Fig. 1: cell classes on the final placement
Fill, decap, tap and diode cells in gray.
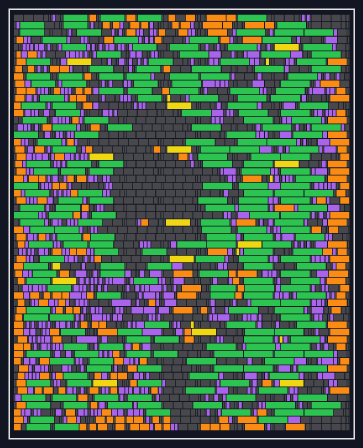
Fig. 2: metal 2
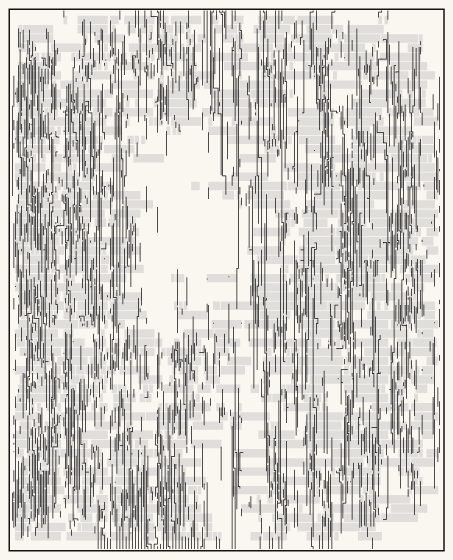
Fig. 3: placement view
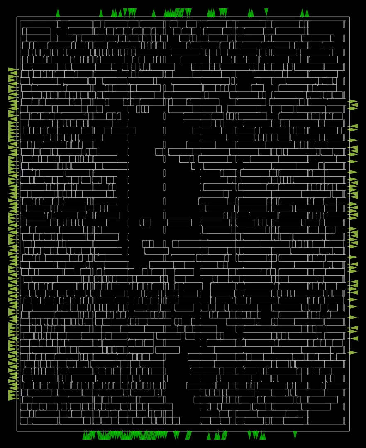
Fig. 4: port wiring
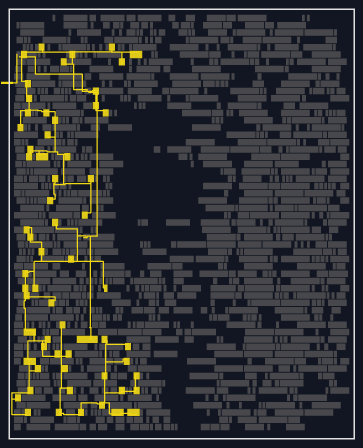
Fig. 5: metal 3
The bar under the picture is 50 um long.
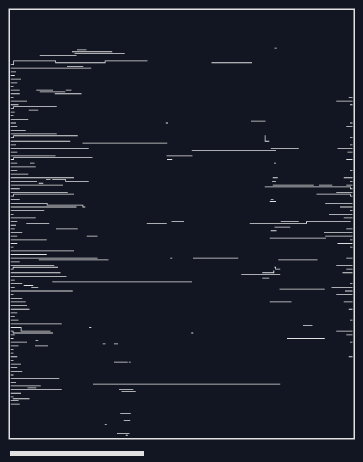
### config.mk
export PLATFORM = sky130hd
export DESIGN_NAME = ahb_cmd_master
export DESIGN_NICKNAME = d
export VERILOG_FILES = /design/src/rtl/ahb_cmd_master.sv
export SDC_FILE = /design/constraint.sdc
export NUM_CORES = 1
export LEC_CHECK = 0
export ABC_AREA = 1
export CORE_ASPECT_RATIO = 1.25
export CORE_UTILIZATION = 50
export CTS_CLUSTER_DIAMETER = 100
export CTS_CLUSTER_SIZE = 25
export DETAILED_ROUTE_END_ITERATION = 7
export PLACE_DENSITY = 0.87
export SLEW_MARGIN = 20
export SYNTH_ARGS = -nofsm -noshare
export SYNTH_HDL_FRONTEND = slang
export SYNTH_SLANG_ARGS = --single-unit
### constraint.sdc
create_clock -name clock -period 3.31 [get_ports clock]
set_clock_uncertainty 0.15 [all_clocks]
set_input_delay 0.662 -clock clock [delete_from_list [all_inputs] [get_ports clock]]
set_output_delay 0.662 -clock clock [all_outputs]
set_load 0.1 [all_outputs]
### src/rtl/ahb_cmd_master.sv
// AHB-Lite single-transfer master: valid/ready commands in, pipelined NONSEQ/SINGLE
// transfers out, in-order responses returned through a credit-limited FIFO.
module ahb_cmd_master #(
   parameter int ADDR_W    = 31,
   parameter int DATA_W    = 32,
   parameter int RSP_DEPTH = 4
) (
   input  logic              clock,
   input  logic              reset,
   input  logic              cmd_valid,
   output logic              cmd_ready,
   input  logic              cmd_write,
   input  logic [2:0]        cmd_size,
   input  logic [ADDR_W-1:0] cmd_addr,
   input  logic [DATA_W-1:0] cmd_wdata,
   output logic              rsp_valid,
   input  logic              rsp_ready,
   output logic [DATA_W-1:0] rsp_rdata,
   output logic              rsp_error,
   output logic              hmastlock,
   output logic [1:0]        htrans,
   output logic [2:0]        hsize,
   output logic [2:0]        hburst,
   output logic              hwrite,
   output logic [3:0]        hprot,
   output logic [ADDR_W-1:0] haddr,
   output logic [DATA_W-1:0] hwdata,
   input  logic              hready,
   input  logic              hresp,
   input  logic [DATA_W-1:0] hrdata
);

   localparam int MAX_SIZE = $clog2(DATA_W / 8);
   localparam int PTR_W    = (RSP_DEPTH > 1) ? $clog2(RSP_DEPTH) : 1;
   localparam int CNT_W    = $clog2(RSP_DEPTH + 4);

   localparam logic [1:0] HTRANS_IDLE   = 2'b00;
   localparam logic [1:0] HTRANS_NONSEQ = 2'b10;

   typedef enum logic {
      BUS_RUN,
      BUS_CANCEL
   } bus_state_e;

   bus_state_e        state_q, state_d;

   logic              apValid_q;
   logic [ADDR_W-1:0] apAddr_q;
   logic [2:0]        apSize_q;
   logic              apWrite_q;
   logic [DATA_W-1:0] apWdata_q;

   logic              dpValid_q;
   logic              dpWrite_q;
   logic [DATA_W-1:0] hwdata_q;

   logic              rejPend_q;

   logic [DATA_W-1:0] fifoRdata_q [RSP_DEPTH];
   logic              fifoError_q [RSP_DEPTH];
   logic [PTR_W-1:0]  wrPtr_q, rdPtr_q;
   logic [CNT_W-1:0]  fifoCnt_q;

   logic              err1, apMove, dpDone;
   logic              sizeIllegal, misaligned, cmdLegal;
   logic [ADDR_W-1:0] alignMask;
   logic [CNT_W-1:0]  creditUsed;
   logic              creditOk, baseReady;
   logic              cmdAccept, loadAp, reject;
   logic              push, pop;
   logic [DATA_W-1:0] pushRdata;
   logic              pushError;

   function automatic logic [PTR_W-1:0] ptrInc(input logic [PTR_W-1:0] p);
      return (p == PTR_W'(RSP_DEPTH - 1)) ? '0 : p + PTR_W'(1);
   endfunction

   assign err1   = dpValid_q & hresp & ~hready;
   assign apMove = apValid_q & hready & ~hresp & (state_q == BUS_RUN);
   assign dpDone = dpValid_q & hready;

   assign sizeIllegal = cmd_size > 3'(MAX_SIZE);
   assign alignMask   = ~({ADDR_W{1'b1}} << cmd_size);
   assign misaligned  = |(cmd_addr & alignMask);
   assign cmdLegal    = ~sizeIllegal & ~misaligned;

   // Every slot holding a command still owes one FIFO entry, so they all consume credit.
   assign creditUsed = CNT_W'(apValid_q) + CNT_W'(dpValid_q) + CNT_W'(rejPend_q) + fifoCnt_q;
   assign creditOk   = creditUsed < CNT_W'(RSP_DEPTH);
   assign baseReady  = reset & creditOk & (~apValid_q | apMove) & ~err1;
   assign cmd_ready  = baseReady & (cmdLegal | (~apValid_q & ~dpValid_q));

   assign cmdAccept = cmd_valid & cmd_ready;
   assign loadAp    = cmdAccept & cmdLegal;
   assign reject    = cmdAccept & ~cmdLegal;

   assign push      = dpDone | rejPend_q;
   assign pop       = rsp_valid & rsp_ready;
   assign pushRdata = (rejPend_q | dpWrite_q | hresp) ? '0 : hrdata;
   assign pushError = rejPend_q | hresp;

   // Bus-side control: cancel the pending address phase across a two-cycle ERROR.
   always_comb begin
      state_d = state_q;
      htrans  = HTRANS_IDLE;
      case (state_q)
         BUS_RUN: begin
            if (apValid_q) begin
               htrans = HTRANS_NONSEQ;
            end
            if (err1 && apValid_q) begin
               state_d = BUS_CANCEL;
            end
         end
         BUS_CANCEL: begin
            if (hready) begin
               state_d = BUS_RUN;
            end
         end
         default: state_d = BUS_RUN;
      endcase
   end

   always_ff @(posedge clock or negedge reset) begin
      if (!reset) begin
         state_q   <= BUS_RUN;
         apValid_q <= 1'b0;
         apAddr_q  <= '0;
         apSize_q  <= '0;
         apWrite_q <= 1'b0;
         apWdata_q <= '0;
         dpValid_q <= 1'b0;
         dpWrite_q <= 1'b0;
         hwdata_q  <= '0;
         rejPend_q <= 1'b0;
         wrPtr_q   <= '0;
         rdPtr_q   <= '0;
         fifoCnt_q <= '0;
      end else begin
         state_q <= state_d;

         if (loadAp) begin
            apValid_q <= 1'b1;
            apAddr_q  <= cmd_addr;
            apSize_q  <= cmd_size;
            apWrite_q <= cmd_write;
            apWdata_q <= cmd_wdata;
         end else if (apMove) begin
            apValid_q <= 1'b0;
         end

         if (apMove) begin
            dpValid_q <= 1'b1;
            dpWrite_q <= apWrite_q;
            hwdata_q  <= apWdata_q;
         end else if (dpDone) begin
            dpValid_q <= 1'b0;
         end

         rejPend_q <= reject;

         if (push) begin
            wrPtr_q <= ptrInc(wrPtr_q);
         end
         if (pop) begin
            rdPtr_q <= ptrInc(rdPtr_q);
         end
         fifoCnt_q <= fifoCnt_q + CNT_W'(push) - CNT_W'(pop);
      end
   end

   // Storage needs no reset: the count alone decides what is visible.
   always_ff @(posedge clock) begin
      if (push) begin
         fifoRdata_q[wrPtr_q] <= pushRdata;
         fifoError_q[wrPtr_q] <= pushError;
      end
   end

   assert property (@(posedge clock) disable iff (!reset)
                    !(push && !pop && (fifoCnt_q == CNT_W'(RSP_DEPTH))));

   assign rsp_valid = (fifoCnt_q != '0);
   assign rsp_rdata = fifoRdata_q[rdPtr_q];
   assign rsp_error = fifoError_q[rdPtr_q];

   assign hmastlock = 1'b0;
   assign hburst    = 3'b000;
   assign hprot     = 4'b0011;
   assign haddr     = apAddr_q;
   assign hsize     = apSize_q;
   assign hwrite    = apWrite_q;
   assign hwdata    = hwdata_q;

endmodule

==> metrics.csv <==
stage,metric,value,unit
final_timing,layout_min_cycle_time,3070,ps
final_timing,finalCritPeriodShare,0.929,
layout,largest_reg_flops,128,
layout,largestClassByArea,flip-flops and latches,
final_timing,tightest_slew,892,ps
global_route,grt_overflow,0,
synthesis,synthSimpleGateAreaFrac,0.186,
layout,layout.nets,1230,
final_timing,rsz0062_at_grt,false,
setup_path,crit_path_start_kind,flop,
layout,buffer_area_frac,0.189,
routing,wl_met3,1650,um
final_timing,maxSlewHeadroom,0.405,
routing,m1WireLength,9090,um
layout,layout_top_cells,"252 x nand2_1, 132 x edfxtp_1, 110 x dfrtp_1",
flow_run,maxCapViolCount,0,
layout,layout_top_cell,nand2_1,
final_timing,setup_viol,0,
layout,fin_cells,1384,
layout,sh_comb_area,0.220,
setup_path,crit_cells,8,
floorplanning,die_height,159,um
placed_design,hpwlAfterDp,14600,um
routing,routed.top_layer,met4,
layout,syn_to_final_growth,30.9,%
synthesis,ys_area,9910,um2
synthesis,synth_flops,243,
clock_tree,cts_setup_buffers,0,
layout,diodes,0,
placed_design,place_congestion,0.777,
floorplanning,nWellTaps,265,
synthesis,synth-xor-area-share,0.00177,
floorplanning,chip_area,20400,um2
final_timing,drv_slew,0,
floorplanning,die_w,128,um
global_route,grtUsageMet1,0.292,
clock_tree,cts_max_level,1,
routing,drtAntennaViolNets,0,
final_timing,finalHoldViolations,0,
placed_design,dp_cells,1363,
floorplanning,ios,217,
layout,comb_cells,569,
floorplanning,coreArea,19400,um2
setup_path,worstPathArrival,2260,ps
routing,drt_first_pass_iters,5,
clock_tree,cts.sinks,243,
setup_path,cp_max_fo,4,
setup_path,r2r_cells,10,
routing,wl_met2,11800,um
clock_tree,ctsResizeCount,0,
clock_tree,hold_buffers,1,
min_path,holdCritPathClass,flop to flop,
layout,nFillCells,1463,
synthesis,ys.warnings.count,0,
synthesis,yosysUniqueCellTypes,27,
global_route,use_met3,0.0501,
floorplanning,initCoreUtil,0.511,
synthesis,ff_type,edfxtp_1,
setup_path,path_buffers,2,
synthesis,mux_area_frac,0,
clock_tree,clk_pin_slew,100,ps
clock_tree,clockBufferDepth,3,
layout,top_register,fifoRdata_q,
synthesis,logic_family,simple AND/OR/NAND/NOR gates,
global_route,grt_usage,0.234,
setup_path,cp-end-kind,output port,
setup_path,cpMaxStageDelayCell,dfrtp_1,
layout,buffers,228,
global_route,grt_busiest_layer,met2,
clock_tree,cts_root_buf,clkbuf_16,
final_timing,tns,0,ps
global_route,grt_pass1_vias,7641,
run_status,outcome,"finished, final reports clean",
routing,drc,0,
synthesis,edf_count,132,
global_route,use_met2,0.414,
layout,clk_share,0.0275,
setup_path,crit_path_max_incr_delay,440,ps
clock_tree,clk_latency,470,ps
setup_path,criticalPathCategory,flop to output port,
-- Fig. 1 (at the start) --
Orange shows remaining buffers and delay cells, cells 228. Purple shows remaining logic cells, cells 628. Yellow shows clock drivers and dummy loads, cells 20. Green shows registers, cells 243.

-- Fig. 2 (at the start) --
The longest straight run is 69.3 um. The layer carries 11,800 um of wire. The wires run mostly vertical. The layer holds 52% of the routed length.

-- Fig. 3 (at the start) --
final core occ: 0.668
register share of the cell area: 0.520
cell row count: 57

-- Fig. 4 (at the start) --
Yellow shows cmd_valid, direction input, edge left, end cells 68, wire 724 um.

-- Fig. 5 (at the start) --
The layer carries 1,650 um of wire. 172 nets have wire on it. The layer holds 7.2% of the routed length. The longest straight run is 69.5 um.

==> metrics by stage <==
step | setup slack, ps | area, um2 | hold slack, ps
detailed placement | 360 | 12600 | 303
global placement | 408 | 12600 | 299
floorplan | 6.30 | 10100 | 216
global route | 105 | 13000 | 343
finish | 236 | 13000 | 325
CTS | 198 | 13000 | 328
==> worst paths after layout <==
kind,startpoint,to
worst min register to register,apWdata_q[25]$_DFFE_PN0P_,hwdata[25]$_DFFE_PN0P_
worst min-delay path,apWdata_q[25]$_DFFE_PN0P_,hwdata[25]$_DFFE_PN0P_
max in group asynchronous,reset,rdPtr_q[0]$_DFFE_PN0P_
min in group asynchronous,reset,state_q$_DFF_PN0_
worst max register to register,apValid_q$_DFFE_PN0P_,haddr[23]$_DFFE_PN0P_
worst max-delay path,apValid_q$_DFFE_PN0P_,cmd_ready
==> synth_stat cells (2+ instances only) <==
cell type,n,area (um2)
clkbuf_1,46,173
or2_2,2,12.5
buf_6,5,56.3
buf_4,10,75.1
buf_1,2,7.51
edfxtp_1,132,3960
dfrtp_1,111,2780
o21ai_0,72,360
nand2_1,252,946
nand4_1,66,413
buf_2,5,25.0
conb_1,2,7.51
inv_2,3,11.3
a21oi_1,2,10.0
nand3_1,5,25.0
inv_1,56,210
fa_1,2,40.0
ha_1,9,113
nor2_1,110,413
o22ai_1,33,206
